**config.mk**
```make
export PLATFORM = sky130hd
export DESIGN_NAME = freq_meter
export DESIGN_NICKNAME = d
export VERILOG_FILES = /design/src/rtl/freq_meter.sv
export SDC_FILE = /design/constraint.sdc
export NUM_CORES = 1
export LEC_CHECK = 0
export ABC_CLOCK_PERIOD_IN_PS = 2400
export CORE_MARGIN = 2
export CORE_UTILIZATION = 53
export DETAILED_ROUTE_END_ITERATION = 10
export GPL_TIMING_DRIVEN = 0
export PLACE_DENSITY = 0.76
export RECOVER_POWER = 25
export SLEW_MARGIN = 10
export SYNTH_ARGS = -nofsm -noshare
export SYNTH_HDL_FRONTEND = slang
export SYNTH_SLANG_ARGS = --single-unit
```
**constraint.sdc**
```tcl
create_clock -name clk -period 2.4 [get_ports clk]
set_input_delay 0.48 -clock clk [delete_from_list [all_inputs] [get_ports clk]]
set_output_delay 0.48 -clock clk [all_outputs]
set_load 0.005 [all_outputs]
```
**src/rtl/freq_meter.sv**
```systemverilog
// Gated frequency counter: counts sig_in edges over GATE_CYCLES clocks and reports the total.
// Define FREQ_METER_DUAL_EDGE_EN to count both rising and falling edges.
module freq_meter #(
    parameter int GATE_CYCLES = 100000000,
    parameter int CNT_W       = 32,
    parameter int GATE_W      = 27
) (
    input  logic             clk,
    input  logic             reset,
    input  logic             sig_in,
    input  logic             start,
    input  logic             cont,
    output logic [CNT_W-1:0] count_out,
    output logic             valid,
    output logic             busy,
    output logic             overflow
);

    typedef enum logic [1:0] {IDLE, GATE, DONE} state_t;

    state_t              state_q;
    logic                sync1_q, sync2_q, sync3_q;
    logic                edge_w;
    logic [GATE_W-1:0]   gate_cnt_q;
    logic [CNT_W-1:0]    edge_cnt_q, edge_cnt_d;
    logic                ovf_q, ovf_d;
    logic                last_w;
    logic [CNT_W-1:0]    count_out_q;
    logic                valid_q, busy_q, overflow_q;

    always_ff @(posedge clk or negedge reset) begin
        if (!reset) begin
            sync1_q <= 1'b0;
            sync2_q <= 1'b0;
            sync3_q <= 1'b0;
        end else begin
            sync1_q <= sig_in;
            sync2_q <= sync1_q;
            sync3_q <= sync2_q;
        end
    end

`ifdef FREQ_METER_DUAL_EDGE_EN
    assign edge_w = sync2_q ^ sync3_q;
`else
    assign edge_w = sync2_q & ~sync3_q;
`endif

    // Saturating edge count; the final gate cycle's edge is folded into the result.
    always_comb begin
        edge_cnt_d = edge_cnt_q;
        ovf_d      = ovf_q;
        if (edge_w) begin
            if (&edge_cnt_q) ovf_d = 1'b1;
            else             edge_cnt_d = edge_cnt_q + 1'b1;
        end
    end

    assign last_w = (gate_cnt_q == GATE_W'(GATE_CYCLES - 1));

    always_ff @(posedge clk or negedge reset) begin
        if (!reset) begin
            state_q     <= IDLE;
            gate_cnt_q  <= '0;
            edge_cnt_q  <= '0;
            ovf_q       <= 1'b0;
            count_out_q <= '0;
            valid_q     <= 1'b0;
            busy_q      <= 1'b0;
            overflow_q  <= 1'b0;
        end else begin
            valid_q <= 1'b0;
            case (state_q)
                IDLE: begin
                    if (start) begin
                        state_q    <= GATE;
                        busy_q     <= 1'b1;
                        gate_cnt_q <= '0;
                        edge_cnt_q <= '0;
                        ovf_q      <= 1'b0;
                    end
                end
                GATE: begin
                    gate_cnt_q <= gate_cnt_q + 1'b1;
                    edge_cnt_q <= edge_cnt_d;
                    ovf_q      <= ovf_d;
                    if (last_w) begin
                        // Result registers load here so they change together with valid.
                        state_q     <= DONE;
                        busy_q      <= 1'b0;
                        valid_q     <= 1'b1;
                        count_out_q <= edge_cnt_d;
                        overflow_q  <= ovf_d;
                    end
                end
                DONE: begin
                    gate_cnt_q <= '0;
                    edge_cnt_q <= '0;
                    ovf_q      <= 1'b0;
                    if (cont) begin
                        state_q <= GATE;
                        busy_q  <= 1'b1;
                    end else begin
                        state_q <= IDLE;
                    end
                end
                default: begin
                    state_q <= IDLE;
                    busy_q  <= 1'b0;
                end
            endcase
        end
    end

    assign count_out = count_out_q;
    assign valid     = valid_q;
    assign busy      = busy_q;
    assign overflow  = overflow_q;

endmodule

```
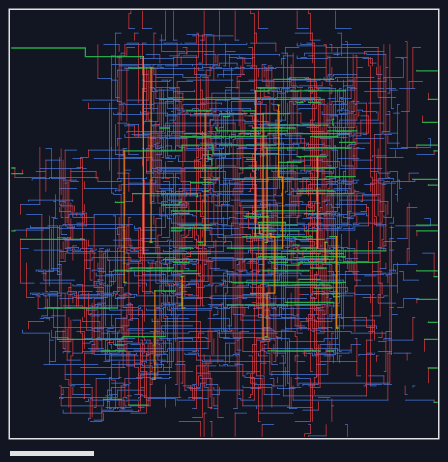
**Above:** signal wires by layer.
Scale bar: 20 µm.
[met3] green | wire length: 1040 µm
[met4] orange | wire length: 403 µm
[met2] red | wire length: 6330 µm
[met1] blue | wire length: 5430 µm

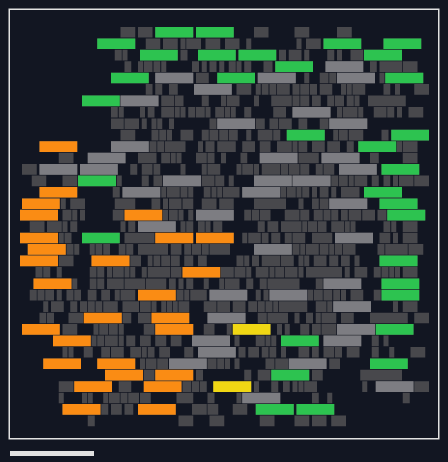
**Above:** where the registers sit.
Scale bar: 20 µm. Other sequential cells in the stronger grey, the rest of the logic in the fainter grey.
[state_q] yellow | flops: 2
[gate_cnt_q] orange | flops: 27
[count_out] green | flops: 32 | where: widely spread

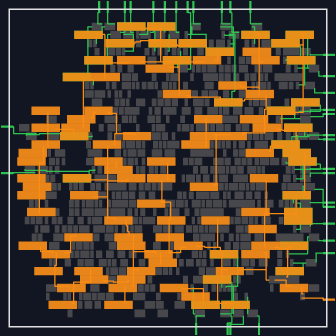
**Above:** nets reached from selected ports.
[count_out] green | direction: output | end cells: 32 | buffers: 32 | wire: 624 µm
[reset] orange | direction: input | end cells: 100 | buffers: 2 | wire: 693 µm

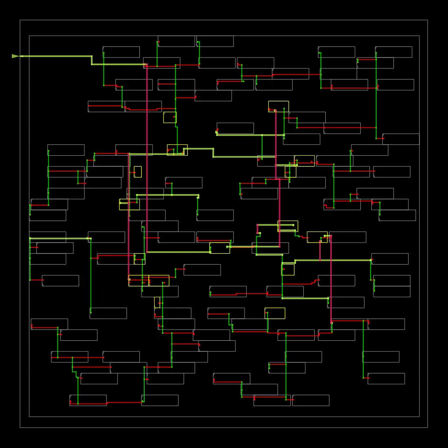
**Above:** clock nets.
sequential cell count: 100
worst clock skew: 0.0177 ns

==> path summary, 6_finish.rpt <==
| check | from | end | slack [ns] |
|---|---|---|---|
| worst max-delay path | gate_cnt_q[1]$_DFFE_PN0P_ | count_out[19]$_DFFE_PN0P_ | 0.07 |
| worst min-delay path | sync1_q$_DFF_PN0_ | sync2_q$_DFF_PN0_ | 0.36 |
| worst max register to register | gate_cnt_q[1]$_DFFE_PN0P_ | count_out[19]$_DFFE_PN0P_ | 0.07 |
| worst min register to register | sync1_q$_DFF_PN0_ | sync2_q$_DFF_PN0_ | 0.36 |
| max in group asynchronous | reset | edge_cnt_q[2]$_DFFE_PN0P_ | 1.10 |
| min in group asynchronous | reset | valid$_DFF_PN0_ | 0.42 |
==> worst max-delay path, cell delays in order, from the launching register on <==
cell,delay (ns)
dfrtp_1,0.38
ha_2,0.19
buf_6,0.11
inv_1,0.05
or3_4,0.40
or4_4,0.42
or2_4,0.26
buf_12,0.15
buf_8,0.13
nand2_1,0.06
o21ai_1,0.05
==> stage by stage <==
step                instance area, µm²  cells  power, mW  setup TNS, ns  worst slack (ns)
global placement                  5630    726       2.40        -297.74             -2.90
global route                      6130    757       3.71         -0.107           -0.0353
detailed placement                5650    727       2.44         -11.31            -0.305
CTS                               5910    748       3.47              0            0.0118
floorplan                         5080    558       2.26              0            0.0520
finish                            6130    757       3.55              0            0.0662
==> layer usage <==
| layer | wire length (µm) | global-route usage [%] | part of all wire [%] |
|---|---|---|---|
| met5 | 0 | 0 | 0 |
| met4 | 402 | 12.1 | 3.0 |
| met3 | 1040 | 4.17 | 7.9 |
| met2 | 6330 | 42.6 | 48 |
| met1 | 5430 | 35.2 | 41 |
==> job_summary.md <==
### Metrics collected by this job

| Metric | Value |
|---|---|
| Register share after synthesis | 49.3% |
| Initial antenna violation count | 0 |
| GRT Total Usage | a little over a quarter |
| Gate power share | between 10% and 20% |
| First-pass GRT wire length | 21.3 mm |
| Comb gates | approximately 420 |
| Core area | around 9300 µm² |
| Nets | 630 |
| Max-area cell class | combinational gates |
| Root Driver | clkbuf_8 |
| Clock share of power | between 20% and 30% |
| Sequential Area | between 2000 and 3000 µm² |
| DRC Markers | 0 |
| CTS clk-pin slew, worst paths | roughly 0.090 ns |
| WL per Instance | around 17 µm |
| Pwr Density | 578 nW/µm² |
| Most frequent logic cell in the layout | dfrtp_1 |
| Largest net degree at the start of global routing | ~56 |
| Fin crit period | approximately 2.3 ns |
| Clock buffers | 11 |
| Adder share | less than 1% |
| Tool warning count | 27 |
| Combinational power | ~0.60 mW |
| Clk cell area share | under 10% |
| Worst EP arrival | roughly 2.6 ns |
| Routability cong. | a little under 1 |
| Cell Type Count | roughly 50 |
| Cell Area, Synth | about 5000 µm² |
| Leak pwr | 2.54 nW |
| Sequential power share | between 50 and 60% |
| Clock Path Buffers | 2 |
| Synth top area share | 49.3% |
| Endpoints failing hold | 0 |
| Io pins | approximately 40 |
| Critical Path RT | around 2.6 ns |
| Hold_ws | between 0.3 and 0.4 ns |
| CP endpoint kind | flip-flop |
| Min-delay worst type | flip-flop to flip-flop |
| Net Sw Power | 1.09 mW |
| Area Overhead vs Synth | 20.9% |
| Buffers, non-clock | 82 |
| Most numerous logic cells after layout | 100 x dfrtp_1, 91 x nand2_1, 46 x o21ai_0 |
| Post-Synth XOR/XNOR Area | ~5.0% |
| Register fraction of the total cell area | approximately two fifths |
| Die Area | slightly above 10000 µm² |
| Gate Area | between 2000 and 3000 µm² |
| Hold path depth | 0 |
| Fin crit share | between 90% and 100% |
| Max power group | registers |
| Yosys stat area | approximately 5100 µm² |
| MUX area fraction | around 2.2% |
| Fp util | between 50% and 60% |
| Nonclk inv count | 12 |
| Critical path launch point type | flip-flop |
| Status | finished, final reports clean |
| Clk sinks | approximately 100 |
| Detailed Route Iter0 Violations | 401 |
| Hold buffers post-CTS | 0 |
| Clk power | around 1.0 mW |
| Post-synthesis register bit count | approximately 100 |
| Max IR drop VDD | 405 µV |
| GRT Residual Overflow | 0 |
| Clk ins delay skew pair | roughly 0.37 ns |
| Post-synth top cells | 100 x dfrtp_1, 93 x nand2_1, 47 x o21ai_0, 31 x nand3_1, 28 x nor2_1 |
| Main area contributors | dfrtp_1 49%, nand2_1 6.9%, o21ai_0 4.6% |
| Max H-tree Level | 3 |
| Async SR Flop Fraction | 100% |
| Fillers | roughly 760 |
| Die W | approximately 100 µm |
| Syn_area_per_cell | about 9 µm² |
| Peak fanout along the critical path | 7 |
| Fin. max-slew vios | 0 |
| Tapcells | ~130 |
| Drt first pass iters | 5 |
| Port bufs | 39 |
| Total routed wirelength | around 13 mm |
| Ys cells | about 560 |
| Row count | 35 |
| Yosys synthesis warning count | 0 |
| Unrepaired setup endpoints after global routing | yes |
| Top comb family, area | simple AND/OR/NAND/NOR gates |
| Hpwl dp | between 8 and 9 mm |
| Flip-flops with a built-in enable | 0 |
| Post-synth net total | between 500 and 600 |
| Fmax | ~430 MHz |
| # setup viols final | 0 |
| Sw Ratio | a little under a third |
| Combinational share of cell area | 41.1% |
| Die span in y | between 100 and 150 µm |
| Total number of vias | 4694 |
| Number of max-cap violations | 0 |
| Seq. pwr | ~1.9 mW |
| Cells after Synth | between 500 and 600 |
| ANT cells | 0 |
| Worst slew pin tran | 1.40 ns |
| # Post-CTS Setup Buffers | 5 |
| Vias in the first global route | around 4400 |
| R2R depth | 10 |
| Layout cell share with drive strength beyond 1 | between 10% and 20% |
| Non-clk buf share | between 10% and 20% |
| CTS resizes | 8 |
| Util after Layout | about two thirds |
| Main synth FF type | dfrtp_1 |
| CTS tree | built |
| Final antenna-violating net count | 0 |
| TritonCTS Buffers | 9 |
| Most common cell in the netlist | dfrtp_1 |
| Worst Path Class, Setup | flip-flop to flip-flop |
Power is estimated from default activity; no workload was simulated.
